File: src/rtl/gray_to_binary_sync.sv
// gray_to_binary_sync
//   Synchronizes an asynchronous gray-coded count into the clk domain,
//   decodes it to binary and reports step direction, wrap-around and
//   illegal (multi-bit) gray transitions.
//
// Ports
//   clk      in   rising-edge clock
//   rst_n    in   asynchronous active-low reset
//   g        in   [WIDTH] gray count, asynchronous to clk
//   clr      in   synchronous clear of err
//   b        out  [WIDTH] registered binary decode of synchronized g
//   b_valid  out  one-cycle pulse when b takes a new value while tracking
//   dir      out  last step direction (1 = up, 0 = down)
//   wrap     out  one-cycle pulse on a max->0 or 0->max step
//   err      out  sticky flag for an illegal multi-bit gray change
//
// Configuration
//   GRAY_ERR_CHECK_EN  when defined, builds the Hamming-distance check
//                      driving err; otherwise err is tied low and clr
//                      is ignored.

module gray_to_binary_sync #(
    parameter int unsigned WIDTH = 4
) (
    input  logic             clk,
    input  logic             rst_n,
    input  logic [WIDTH-1:0] g,
    input  logic             clr,
    output logic [WIDTH-1:0] b,
    output logic             b_valid,
    output logic             dir,
    output logic             wrap,
    output logic             err
);

    typedef enum logic {
        ST_INIT,
        ST_TRACK
    } state_t;

    state_t           r_state;
    state_t           w_state_nxt;
    logic [1:0]       r_init_cnt;
    logic [1:0]       w_init_cnt_nxt;
    logic [WIDTH-1:0] r_s1;
    logic [WIDTH-1:0] r_s2;
    logic [WIDTH-1:0] r_last_g;
    logic [WIDTH-1:0] w_last_g_nxt;
    logic [WIDTH-1:0] r_b;
    logic [WIDTH-1:0] w_b_nxt;
    logic             r_b_valid;
    logic             w_b_valid_nxt;
    logic             r_dir;
    logic             w_dir_nxt;
    logic             r_wrap;
    logic             w_wrap_nxt;
    logic [WIDTH-1:0] w_bin;
    logic [WIDTH-1:0] w_b_inc;
    logic [WIDTH-1:0] w_b_dec;

    // bin[i] is the XOR of all gray bits at or above i.
    always_comb begin
        w_bin = '0;
        for (int unsigned i = 0; i < WIDTH; i++) begin
            w_bin[i] = ^(r_s2 >> i);
        end
    end

    always_comb begin
        w_b_inc = r_b + WIDTH'(1);
        w_b_dec = r_b - WIDTH'(1);
    end

    // Next-state / next-output logic.
    always_comb begin
        w_state_nxt    = r_state;
        w_init_cnt_nxt = r_init_cnt;
        w_b_nxt        = r_b;
        w_last_g_nxt   = r_last_g;
        w_b_valid_nxt  = 1'b0;
        w_dir_nxt      = r_dir;
        w_wrap_nxt     = 1'b0;
        case (r_state)
            ST_INIT: begin
                // Two edges fill s1/s2; the third edge loads b from s2.
                if (r_init_cnt == 2'd2) begin
                    w_b_nxt        = w_bin;
                    w_last_g_nxt   = r_s2;
                    w_init_cnt_nxt = '0;
                    w_state_nxt    = ST_TRACK;
                end else begin
                    w_init_cnt_nxt = r_init_cnt + 2'd1;
                end
            end
            ST_TRACK: begin
                if (r_s2 != r_last_g) begin
                    w_b_nxt       = w_bin;
                    w_last_g_nxt  = r_s2;
                    w_b_valid_nxt = 1'b1;
                    if (w_bin == w_b_inc) begin
                        w_dir_nxt = 1'b1;
                    end else if (w_bin == w_b_dec) begin
                        w_dir_nxt = 1'b0;
                    end
                    w_wrap_nxt = ((r_b == '1) && (w_bin == '0)) ||
                                 ((r_b == '0) && (w_bin == '1));
                end
            end
            default: begin
                w_state_nxt = ST_INIT;
            end
        endcase
    end

    always_ff @(posedge clk or negedge rst_n) begin
        if (!rst_n) begin
            r_s1       <= '0;
            r_s2       <= '0;
            r_state    <= ST_INIT;
            r_init_cnt <= '0;
            r_last_g   <= '0;
            r_b        <= '0;
            r_b_valid  <= 1'b0;
            r_dir      <= 1'b1;
            r_wrap     <= 1'b0;
        end else begin
            r_s1       <= g;
            r_s2       <= r_s1;
            r_state    <= w_state_nxt;
            r_init_cnt <= w_init_cnt_nxt;
            r_last_g   <= w_last_g_nxt;
            r_b        <= w_b_nxt;
            r_b_valid  <= w_b_valid_nxt;
            r_dir      <= w_dir_nxt;
            r_wrap     <= w_wrap_nxt;
        end
    end

    assign b       = r_b;
    assign b_valid = r_b_valid;
    assign dir     = r_dir;
    assign wrap    = r_wrap;

`ifdef GRAY_ERR_CHECK_EN
    logic [WIDTH-1:0] w_diff;
    logic [4:0]       w_hd;
    logic             w_err_set;
    logic             r_err;

    always_comb begin
        w_diff = r_s2 ^ r_last_g;
        w_hd   = '0;
        for (int unsigned i = 0; i < WIDTH; i++) begin
            w_hd = w_hd + 5'(w_diff[i]);
        end
        w_err_set = (r_state == ST_TRACK) && (w_hd > 5'd1);
    end

    // A set in the same cycle as clr takes priority.
    always_ff @(posedge clk or negedge rst_n) begin
        if (!rst_n) begin
            r_err <= 1'b0;
        end else if (w_err_set) begin
            r_err <= 1'b1;
        end else if (clr) begin
            r_err <= 1'b0;
        end
    end

    assign err = r_err;
`else
    logic w_unused_clr;

    assign w_unused_clr = clr;
    assign err          = 1'b0;
`endif

endmodule

File: config.mk
export PLATFORM = sky130hd
export DESIGN_NAME = gray_to_binary_sync
export DESIGN_NICKNAME = d
export VERILOG_FILES = /design/src/rtl/gray_to_binary_sync.sv
export SDC_FILE = /design/constraint.sdc
export NUM_CORES = 1
export LEC_CHECK = 0
export ABC_AREA = 1
export CORE_AREA = 5 5 46 64
export CTS_CLUSTER_DIAMETER = 40
export DETAILED_ROUTE_END_ITERATION = 7
export DIE_AREA = 0 0 51 69
export GPL_TIMING_DRIVEN = 0
export HOLD_SLACK_MARGIN = 0.08
export PLACE_DENSITY = 0.85
export SYNTH_ARGS = -nofsm -noshare
export SYNTH_HDL_FRONTEND = slang
export SYNTH_SLANG_ARGS = --single-unit
File: constraint.sdc
create_clock -name clk -period 2.06 [get_ports clk]
set_input_delay 0.515 -clock clk [delete_from_list [all_inputs] [get_ports clk]]
set_output_delay 0.515 -clock clk [all_outputs]
set_load 0.02 [all_outputs]
**The metal 1 layer**

Scale bar: 20 um.
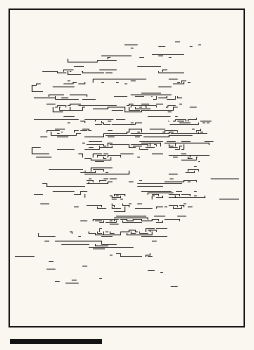
The longest straight run is 11.5 um. The layer holds 41% of the routed length. 151 nets have wire on it.
grt met1 use: 0.140
vias: 910
final wirelength: 2040 um

**The metal 2 layer**

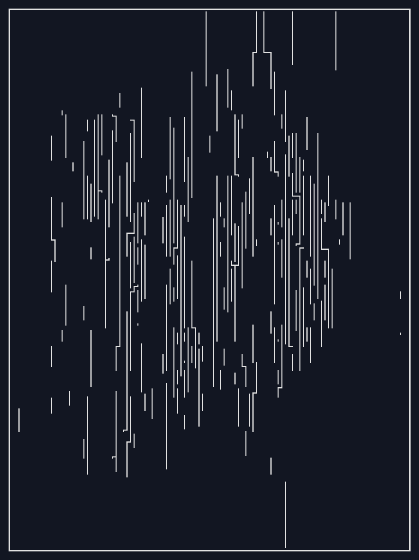
The layer carries 1,100 um of wire. The wires run mostly vertical. The layer holds 54% of the routed length. The longest straight run is 24.1 um. 133 nets have wire on it.
GR Layer Usage met2: 0.234

state kept, by name (all words and copies together) (netlist names):
register / cells
b: 3
b_valid: 1
dir: 1
r_init_cnt: 2
r_last_g: 4
r_s1: 4
r_s2: 4
r_state: 1
wrap: 1
stage by stage:
step	hold slack, ns	setup slack [ns]	instances	power [W]
floorplan	0.219	0.578	145	0.000712
global route	0.379	0.0118	184	0.00107
global placement	0.333	0.404	180	0.000809
detailed placement	0.337	0.401	180	0.000820
finish	0.360	0.0777	184	0.000998
CTS	0.363	0.0560	184	0.00101
kinds of logic after synthesis:
group,Yosys count
adders and majority gates,5
DFF,21
buffers and inverters,22
and+or+nand+nor,84
other,1
xor gates and xnor gates,1
AOI/OAI and AO/OA,11
power by group through the flow:
stage / registers (W) / clock network (W) / logic [W]
final: 0.000491 / 0.000190 / 0.000317
after global routing: 0.000498 / 0.000216 / 0.000357
after CTS: 0.000491 / 0.000201 / 0.000321
after detailed placement: 0.000500 / 0 / 0.000320
after global placement: 0.000497 / 0 / 0.000312
after floorplan: 0.000522 / 0 / 0.000190
worst max-delay path, delay by kind of cell, from the launching register on:
kind,cells,cell delay (ns)
DFF,1,0.45
buffers and inverters,2,0.73
path summary, 6_finish.rpt:
kind | end | slack (ns) | cells after the start
worst max-delay path | b[3] | 0.08 | 2
worst min-delay path | r_s2[3]$_DFF_PN0_ | 0.36 | 0
worst max register to register | dir$_DFFE_PN1P_ | 0.37 | 9
worst min register to register | r_s2[3]$_DFF_PN0_ | 0.36 | 0
max in group asynchronous | b[0]$_DFFE_PN0P_ | 0.82 | 1
min in group asynchronous | r_init_cnt[0]$_DFFE_PN0N_ | 0.71 | 1
==> results.cfg <==
; physical design summary
[outcome]
status = finished clean

[routing]
drtIter0Drc = 20
ant_nets = 0
wl_met1_um = 839
drc = 0

[power]
comb_power_share = 0.317
powerDensity_nw_per_um2 = 754
ir_drop_uv = 499
power_switching_w = 0.000333
p_int_w = 0.000664

[yosys]
mux_share = 0
ys_chip_area_um2 = 1150
syn_inst = 145
ys_sh_adder = 0.0545
simple_gate_area_frac = 0.320
top_cells_by_count = 55 x nand2_1, 20 x dfrtp_1, 15 x inv_1
top_area_frac = 0.436
topCombFamilyByArea = simple AND/OR/NAND/NOR gates
ys_cells = 145

[cells_and_area]
areaGrowthSynthToFinish_pct = 15.3
drive_above_1_share = 0.168
ff_count = 21
lay_top_count = nand2_1
largest_class = sequential cells
nNonClkBuffers = 15
area_share_nonclk_buffers = 0.111
diodes = 0
comb_share = 0.395
nMultiInputCombCells = 102

[placed_design]
gp_congestion = 0.867

[clock_network]
cts_buffers = 3
cts_resized = 0
clkTransAtPathRegs_ns = 0.11
clockBufferDepth = 2

[setup_path]
worstPathArrival_ns = 1.47
cp-startpoint = r_last_g[3]$_DFFE_PN0P_
crit_path_end_kind = output pin
cp-start-kind = flip-flop
crit_fanout = 6

[floorplanning]
rows = 21
initial_core_util = 0.491

[worst_hold_path]
hp-start = r_s1[3]$_DFF_PN0_

[final_timing]
clock_skew_ns = 0.00138
tightestPinTransition_ns = 0.877
drv_slew = 0

[global_routing]
antenna_found_initial = 0
grt_pass1_wl_um = 3610

[job]
warnings = 30
Power figures rest on the tool's default switching activity, not on a simulated workload.
